==> config.mk <==
export PLATFORM = sky130hd
export DESIGN_NAME = if_fetch_unit_flat
export DESIGN_NICKNAME = d
export VERILOG_FILES = /design/src/rtl/if_fetch_unit_if.sv /design/src/rtl/if_fetch_unit.sv /design/src/flat_wrapper.sv
export SDC_FILE = /design/constraint.sdc
export NUM_CORES = 1
export LEC_CHECK = 0
export CAP_MARGIN = 20
export CELL_PAD_IN_SITES_DETAIL_PLACEMENT = 0
export CELL_PAD_IN_SITES_GLOBAL_PLACEMENT = 1
export CORE_ASPECT_RATIO = 1.2
export CORE_MARGIN = 4
export CORE_UTILIZATION = 44
export CTS_CLUSTER_SIZE = 30
export DETAILED_ROUTE_END_ITERATION = 6
export PLACE_DENSITY_LB_ADDON = 0.1
export SLEW_MARGIN = 20
export SYNTH_ARGS = -nofsm -noshare
export SYNTH_HDL_FRONTEND = slang
export SYNTH_SLANG_ARGS = --single-unit
export TNS_END_PERCENT = 20
==> constraint.sdc <==
create_clock -name clk -period 4.4 [get_ports clk]
set_input_delay 0.88 -clock clk [delete_from_list [all_inputs] [get_ports clk]]
set_output_delay 0.88 -clock clk [all_outputs]
set_load 0.05 [all_outputs]
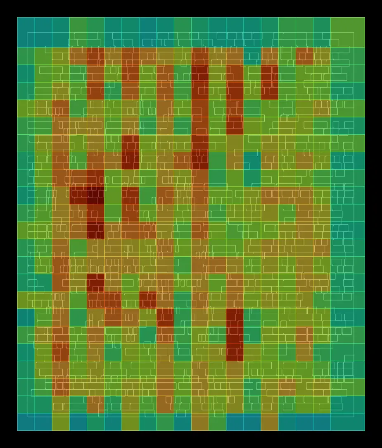
(images/final_congestion.png)
met2 routing resource usage after global routing: 32.5%
met1 capacity usage during global routing: 28.2%
most crowded layer after global routing: met2
total global-route track usage: 20.4%

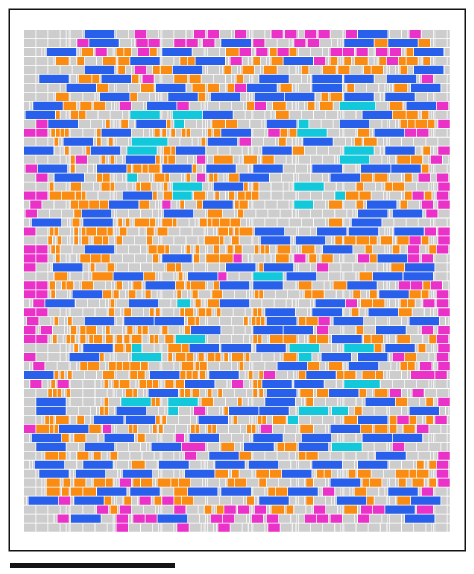
(images/cell_classes.png)
Scale bar: 50 um. Fill, decap, tap and diode cells in grey.
clock drivers and dummy loads: drawn in cyan, cells 32, share of their area 5.8%. all other logic: drawn in orange, cells 552, share of their area 34%. other buffers and delay cells: drawn in magenta, cells 175, share of their area 16%. flip-flops: drawn in blue, cells 197, share of their area 44%.
sequential share of cell area: 43.1%
final std cell area, no fill: 11400 um^2
Floorplan Core Area: 19700 um^2

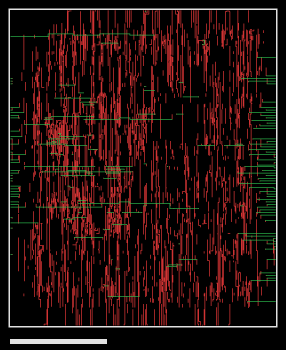
(images/metal_stack.png)
Scale bar: 50 um. Two of the layers only.
met3: drawn in green, wire length 1330 um. met2: drawn in red, wire length 10600 um.
wire length per cell: 18.5 um
via count: 6804
total routed wirelength: 22600 um

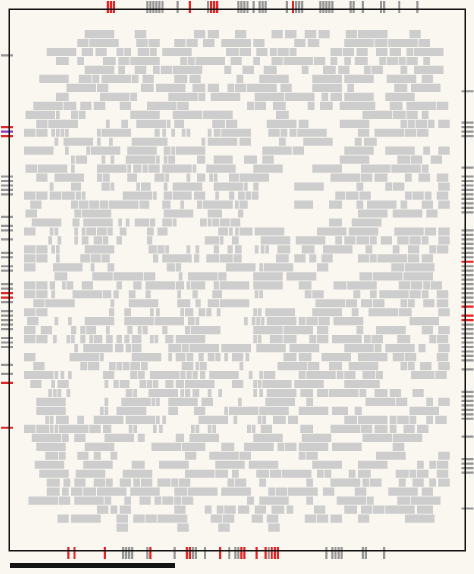
(images/pins.png)
Scale bar: 50 um. Pins as bars across the die edge, other pins in grey.
bus_imem_req: drawn in purple, pins 1, direction output, edge west. bus_imem_addr: drawn in red, pins 32, direction output, edge 14 south, 8 north, 6 west, 4 east.
PortBufs: 166
height of the die: 164 um
horizontal die size: 138 um

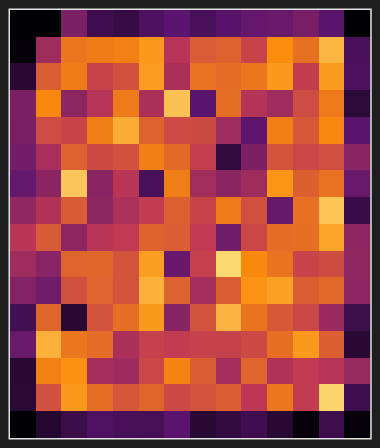
(images/density.png)
The die is cut into 14 by 16 equal tiles; black is low, pale yellow is high, 0 to 100% covered.
3.1% of the tiles are nearly empty. 11% of the tiles are over 75% full. The mean over all tiles is 49%. The fullest tile reaches 92%.
final cell utilization of the core: 58.1%
FP Util: 45.1%

==> impl_metrics.yaml <==
# synthesis and place-and-route metrics
pwr:
  power_dissipated_in_the_clock_network_mw: 1.69
  cellPowerDensity_nw_per_um2: 543
  share_comb_of_total_power_pct: 27.7
  power.static_leakage_nw: 5.13
  clkPwrFrac_pct: 27.2
clock_tree:
  path_clk_slew_ns: 0.07
  clk_latency_ns: 0.43
  number_of_gates_resized_after_cts: 0
  htree_num_levels: 4
setup_path:
  critical_path_depth: 3
  rr_worst_depth: 5
  crit_path_top_delay_cell: "clkdlybuf4s50_1"
  crit_path_end_kind: "primary output"
  critical_path.max_fanout: 68
logic_synthesis:
  simple_gate_area_share_pct: 20.2
  yosysSeqAreaShare_pct: 55.5
job:
  log.warning_count: 26
routing:
  route.met2.wl_um: 10600
timing:
  layout_worst_path_cycle_share_pct: 80.4
  hold_viol: 0
status:
  outcome: "completed"
worst_hold_path:
  cells_on_worst_hold_path: 2
global_routing:
  fraction_of_met3_tracks_used_by_global_routing_pct: 4.14
final_layout:
  num_antenna_cells: 0
floorplanning:
  dieArea_um2: 22500
==> worst register-to-register path, cell delays in order, from the launching register on <==
cell	delay (ns)
dfrtp_1	0.55
or2_4	0.58
o21ai_0	0.29
nand2_2	0.24
buf_4	0.58
a221o_1	0.34
==> final cells by class <==
class / count / share of cell area, %
sequential: 197 / 43.1
multi-input combinational: 544 / 32.6
timing repair buffer: 175 / 15.4
clock buffer: 18 / 3.84
tap: 261 / 2.86
clock inverter: 14 / 1.81
inverter: 8 / 0.372
==> metrics by stage <==
stage                     std cells  hold slack, ns  area, um^2  total power [mW]
final                          1217           0.463       11400              6.21
after global routing           1217           0.508       11400              6.54
after CTS                      1217           0.473       11400              6.27
after detailed placement       1185           0.464       10800              4.58
after global placement         1185           0.457       10800              4.50
after floorplan                 799           0.435        8890              3.93
No activity file was given, so power comes from the tool's default toggle rates.
